<file path="config.mk">
export PLATFORM = sky130hd
export DESIGN_NAME = seq_alu_flat
export DESIGN_NICKNAME = d
export VERILOG_FILES = /design/src/rtl/seq_alu_if.sv /design/src/rtl/seq_alu.sv /design/src/flat_wrapper.sv
export SDC_FILE = /design/constraint.sdc
export NUM_CORES = 1
export LEC_CHECK = 0
export ABC_AREA = 1
export CAP_MARGIN = 10
export CORE_MARGIN = 2
export CORE_UTILIZATION = 60
export DETAILED_ROUTE_END_ITERATION = 7
export DONT_BUFFER_PORTS = 1
export GPL_TIMING_DRIVEN = 0
export HOLD_SLACK_MARGIN = 0.1
export PLACE_DENSITY = 0.84
export REMOVE_ABC_BUFFERS = 1
export SLEW_MARGIN = 20
export SYNTH_ARGS = -nofsm -noshare
export SYNTH_HDL_FRONTEND = slang
export SYNTH_SLANG_ARGS = --single-unit
export TNS_END_PERCENT = 30
</file>
<file path="constraint.sdc">
create_clock -name clk -period 3.2 [get_ports clk]
set_clock_uncertainty 0.1 [all_clocks]
set_input_delay 0.64 -clock clk [delete_from_list [all_inputs] [get_ports clk]]
set_output_delay 0.64 -clock clk [all_outputs]
set_load 0.02 [all_outputs]
</file>
<file path="src/rtl/seq_alu_if.sv">
// rtl/seq_alu_if.sv - operand/result handshake bundle for seq_alu
interface seq_alu_if #(
   parameter int WIDTH = 32
);
   logic             in_valid;
   logic             in_ready;
   logic [WIDTH-1:0] a;
   logic [WIDTH-1:0] b;
   logic [2:0]       ALUControl;
   logic             out_valid;
   logic             out_ready;
   logic [WIDTH-1:0] result;
   logic             zero;
   logic             carry;
   logic             overflow;
   logic             err;

   modport master (
      output in_valid, a, b, ALUControl, out_ready,
      input  in_ready, out_valid, result, zero, carry, overflow, err
   );

   modport slave (
      input  in_valid, a, b, ALUControl, out_ready,
      output in_ready, out_valid, result, zero, carry, overflow, err
   );
endinterface

</file>
<file path="src/rtl/seq_alu.sv">
// rtl/seq_alu.sv - handshaked ALU with registered flags; SEQ_ALU_MUL_EN adds an iterative shift-add multiplier
module seq_alu #(
   parameter int WIDTH = 32
) (
   input  logic  clk,
   input  logic  reset,
   seq_alu_if.slave bus
);
   localparam logic [1:0] IDLE = 2'd0;
   localparam logic [1:0] DONE = 2'd2;
`ifdef SEQ_ALU_MUL_EN
   localparam logic [1:0] BUSY = 2'd1;
   localparam int         CNT_W = $clog2(WIDTH);
`endif

   logic [1:0]       state;
   logic [WIDTH-1:0] result_q;
   logic             zero_q;
   logic             carry_q;
   logic             overflow_q;
   logic             err_q;
   logic             accept;

   logic [WIDTH:0]   sum_ext;
   logic [WIDTH-1:0] c_res;
   logic             c_carry;
   logic             c_ovf;
   logic             c_err;
`ifdef SEQ_ALU_MUL_EN
   logic             c_mul;
   logic [WIDTH-1:0] mcand;
   logic [WIDTH-1:0] mplier;
   logic [WIDTH-1:0] acc;
   logic [WIDTH-1:0] acc_nxt;
   logic [CNT_W-1:0] cnt;
`endif

   assign bus.in_ready  = (state == IDLE) || (state == DONE && bus.out_ready);
   assign bus.out_valid = (state == DONE);
   assign bus.result    = result_q;
   assign bus.zero      = zero_q;
   assign bus.carry     = carry_q;
   assign bus.overflow  = overflow_q;
   assign bus.err       = err_q;
   assign accept        = bus.in_valid && bus.in_ready;

   // Single-cycle datapath works straight off the bus; it is only sampled on accept.
   always_comb begin
      sum_ext = '0;
      c_res   = '0;
      c_carry = 1'b0;
      c_ovf   = 1'b0;
      c_err   = 1'b0;
`ifdef SEQ_ALU_MUL_EN
      c_mul   = 1'b0;
`endif
      case (bus.ALUControl)
         3'b000: begin
            sum_ext = {1'b0, bus.a} + {1'b0, bus.b};
            c_res   = sum_ext[WIDTH-1:0];
            c_carry = sum_ext[WIDTH];
            c_ovf   = (bus.a[WIDTH-1] == bus.b[WIDTH-1]) && (c_res[WIDTH-1] != bus.a[WIDTH-1]);
         end
         3'b001: begin
            sum_ext = {1'b0, bus.a} + {1'b0, ~bus.b} + (WIDTH+1)'(1);
            c_res   = sum_ext[WIDTH-1:0];
            c_carry = sum_ext[WIDTH];
            c_ovf   = (bus.a[WIDTH-1] != bus.b[WIDTH-1]) && (c_res[WIDTH-1] != bus.a[WIDTH-1]);
         end
         3'b010: c_res = bus.a & bus.b;
         3'b011: c_res = bus.a ^ bus.b;
         3'b100: c_res = bus.a | bus.b;
         3'b101: c_res = {{(WIDTH-1){1'b0}}, ($signed(bus.a) < $signed(bus.b))};
`ifdef SEQ_ALU_MUL_EN
         3'b110: c_mul = 1'b1;
`endif
         default: c_err = 1'b1;
      endcase
   end

`ifdef SEQ_ALU_MUL_EN
   assign acc_nxt = mplier[0] ? acc + mcand : acc;
`endif

   always_ff @(posedge clk) begin
      if (reset) begin
         state      <= IDLE;
         result_q   <= '0;
         zero_q     <= 1'b0;
         carry_q    <= 1'b0;
         overflow_q <= 1'b0;
         err_q      <= 1'b0;
`ifdef SEQ_ALU_MUL_EN
         mcand      <= '0;
         mplier     <= '0;
         acc        <= '0;
         cnt        <= '0;
`endif
      end else begin
         case (state)
            IDLE, DONE: begin
               if (accept) begin
`ifdef SEQ_ALU_MUL_EN
                  if (c_mul) begin
                     mcand  <= bus.a;
                     mplier <= bus.b;
                     acc    <= '0;
                     cnt    <= '0;
                     state  <= BUSY;
                  end else begin
`endif
                     result_q   <= c_res;
                     zero_q     <= (c_res == '0);
                     carry_q    <= c_carry;
                     overflow_q <= c_ovf;
                     err_q      <= c_err;
                     state      <= DONE;
`ifdef SEQ_ALU_MUL_EN
                  end
`endif
               end else if (state == DONE && bus.out_ready) begin
                  state <= IDLE;
               end
            end
`ifdef SEQ_ALU_MUL_EN
            // One multiplier bit per cycle; the final iteration writes the result directly.
            BUSY: begin
               acc    <= acc_nxt;
               mcand  <= mcand << 1;
               mplier <= mplier >> 1;
               cnt    <= cnt + 1'b1;
               if (cnt == CNT_W'(WIDTH-1)) begin
                  result_q   <= acc_nxt;
                  zero_q     <= (acc_nxt == '0);
                  carry_q    <= 1'b0;
                  overflow_q <= 1'b0;
                  err_q      <= 1'b0;
                  state      <= DONE;
               end
            end
`endif
            default: state <= IDLE;
         endcase
      end
   end
endmodule

</file>
<file path="src/flat_wrapper.sv">
// flat-port wrapper written by rule: the top's interface ports become plain ports
module seq_alu_flat 
#(
   parameter int WIDTH = 32
)
  (clk, reset, bus_in_valid, bus_a, bus_b, bus_ALUControl, bus_out_ready, bus_in_ready, bus_out_valid, bus_result, bus_zero, bus_carry, bus_overflow, bus_err);
  seq_alu_if #(.WIDTH(WIDTH)) bus_i ();
  input  logic clk;
  input  logic reset;
  input wire logic [$bits(bus_i.in_valid)-1:0] bus_in_valid;
  input wire logic [$bits(bus_i.a)-1:0] bus_a;
  input wire logic [$bits(bus_i.b)-1:0] bus_b;
  input wire logic [$bits(bus_i.ALUControl)-1:0] bus_ALUControl;
  input wire logic [$bits(bus_i.out_ready)-1:0] bus_out_ready;
  output wire logic [$bits(bus_i.in_ready)-1:0] bus_in_ready;
  output wire logic [$bits(bus_i.out_valid)-1:0] bus_out_valid;
  output wire logic [$bits(bus_i.result)-1:0] bus_result;
  output wire logic [$bits(bus_i.zero)-1:0] bus_zero;
  output wire logic [$bits(bus_i.carry)-1:0] bus_carry;
  output wire logic [$bits(bus_i.overflow)-1:0] bus_overflow;
  output wire logic [$bits(bus_i.err)-1:0] bus_err;
  assign bus_i.in_valid = bus_in_valid;
  assign bus_i.a = bus_a;
  assign bus_i.b = bus_b;
  assign bus_i.ALUControl = bus_ALUControl;
  assign bus_i.out_ready = bus_out_ready;
  assign bus_in_ready = bus_i.in_ready;
  assign bus_out_valid = bus_i.out_valid;
  assign bus_result = bus_i.result;
  assign bus_zero = bus_i.zero;
  assign bus_carry = bus_i.carry;
  assign bus_overflow = bus_i.overflow;
  assign bus_err = bus_i.err;
  seq_alu #(.WIDTH(WIDTH)) u_core (.clk(clk), .reset(reset), .bus(bus_i));
endmodule
</file>
==> job_summary.md <==
### Yosys + OpenROAD results

| Metric | Value |
|---|---|
| Post-Synthesis Cell Area | `8310 um2` |
| CP arrival | `roughly 3.2 ns` |
| Top Usage Layer GRT | `met2` |
| AND-OR/OR-AND Cells, Area Fraction | `between 10% and 20%` |
| Area post-placement | `8250 um2` |
| Cell-internal power | `roughly 1.2 mW` |
| Drt total wl | `around 26000 um` |
| Reg2Reg Launch Point | `u_core.state[1]$_SDFFE_PP0P_` |
| Reg2Reg Depth | `14` |
| Synth warnings | `0` |
| Flip-flop count of the largest register after layout | `32` |
| Cell Type Count | `between 40 and 50` |
| Slew HR | `about 28%` |
| Core outline area | `between 10000 and 15000 um2` |
| Syn-to-layout area delta | `1.22%` |
| Cell taking the most area after synthesis | `nand2_1` |
| Via count | `9419` |
| Comb group | `1.25 mW` |
| Switch share | `47.9%` |
| Setup TNS | `0 ns` |
| TAP cells | `180` |
| Max clock buf depth | `2` |
| Status | `finished clean` |
| Dominant comb cell | `simple AND/OR/NAND/NOR gates` |
| Cts hold-fix bufs | `0` |
| MI comb cells | `about 1100` |
| Max power group | `combinational logic` |
| Non-clk buf share | `less than 1%` |
| Reg-to-Reg End | `u_core.bus.zero$_SDFFE_PP0P_` |
| Cells after Synth | `1555` |
| Setup WS post-layout | `around 0.11 ns` |
| Inverters excl. clock | `333` |
| Post-route insts no fill | `between 1500 and 2000` |
| Placed Cells | `approximately 1700` |
| CP startpoint kind | `input port` |
| Worst Tran Pin Value | `between 1 and 1.5 ns` |
| XOR Share, Synth | `less than 1%` |
| Clk pin slew, worst setup/hold paths | `0.05 ns` |
| Worst hold stages | `1` |
| Met2 Wirelength | `11300 um` |
| Routing usage on met3 | `under 10%` |
| Post-synth regs | `37` |
| Yosys top cell area share | `20.6%` |
| Final GP Congestion | `0.992` |
| Combinational share of cell area | `between 70% and 80%` |
| Hold Path End | `u_core.bus.zero$_SDFFE_PP0P_` |
| Sw Pwr | `~1.1 mW` |
| Count of final setup violators | `0` |
| Seq share, synth | `a little under 9%` |
| DRT iter0 DRCs | `between 1000 and 1500` |
| Fin nets | `1685` |
| Port bufs | `0` |
| Ys flop type | `dfxtp_1` |
| H-tree depth | `2` |
| Post-DP HPWL | `about 22000 um` |
| Reg area | `741 um2` |
| Adder-cell share of the synthesized area | `between 15 and 20%` |
| HP Start | `reset` |
| Vias in the first global route | `around 8500` |
| CP peak stage delay | `roughly 0.55 ns` |
| Worst hold path type | `in2reg` |
| Initial Util | `approximately three fifths` |
| Crit path max-delay family | `simple AND/OR/NAND/NOR gates` |
| Die area | `between 10000 and 15000 um2` |
| P_leak | `between 5 and 6 nW` |
| Clock Buffer Count | `7` |
| Hold Fails Final Rpt | `0` |
| Post-synth top cells | `nand2_1, inv_1, nand3_1` |
| Rows | `43` |
| TritonCTS clock tree | `built` |
| Util after Layout | `61.3%` |
| Tcrit/Tclk final | `a little over nine tenths` |
| CP required | `3.32 ns` |
| CTS resizes | `0` |
| EDFF count, synth | `0` |
| Yosys synthesis chip area | `~8300 um2` |
| Initial antenna violation count | `0` |
| Tool Warnings | `a little over 90` |
| Layout fillers | `1448` |
| Power Clock | `0.506 mW` |
| Simple share | `around 45%` |
Figure 1. Routed metal per tile.
The bar under the picture is 20 um long. The die is cut into 24 by 24 equal tiles; dark purple is low, yellow is high, scaled to the fullest tile. Values are wire area over tile area, all layers added.
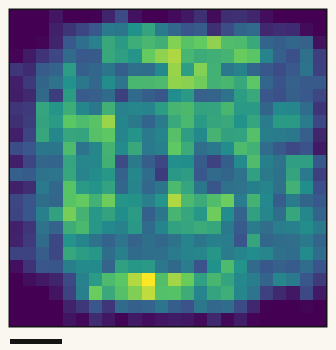
tiles over half the peak = 31%
nearly empty tiles = 7.6%
fullest tile = 0.81
mean over tiles = 0.31

Figure 2. Track usage over the die.
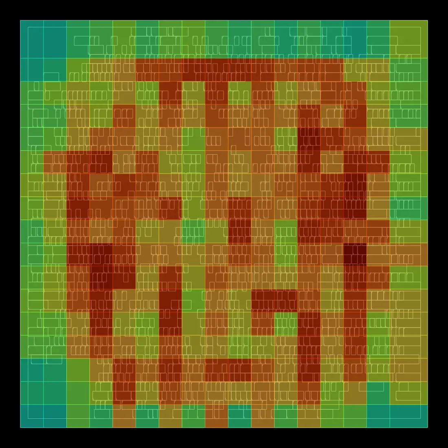
Routed WL per cell: 15.6 um
GR Util met1: 46.2%
GRT Util Overall: 35.4%

No activity file was given, so power comes from the tool's default toggle rates.
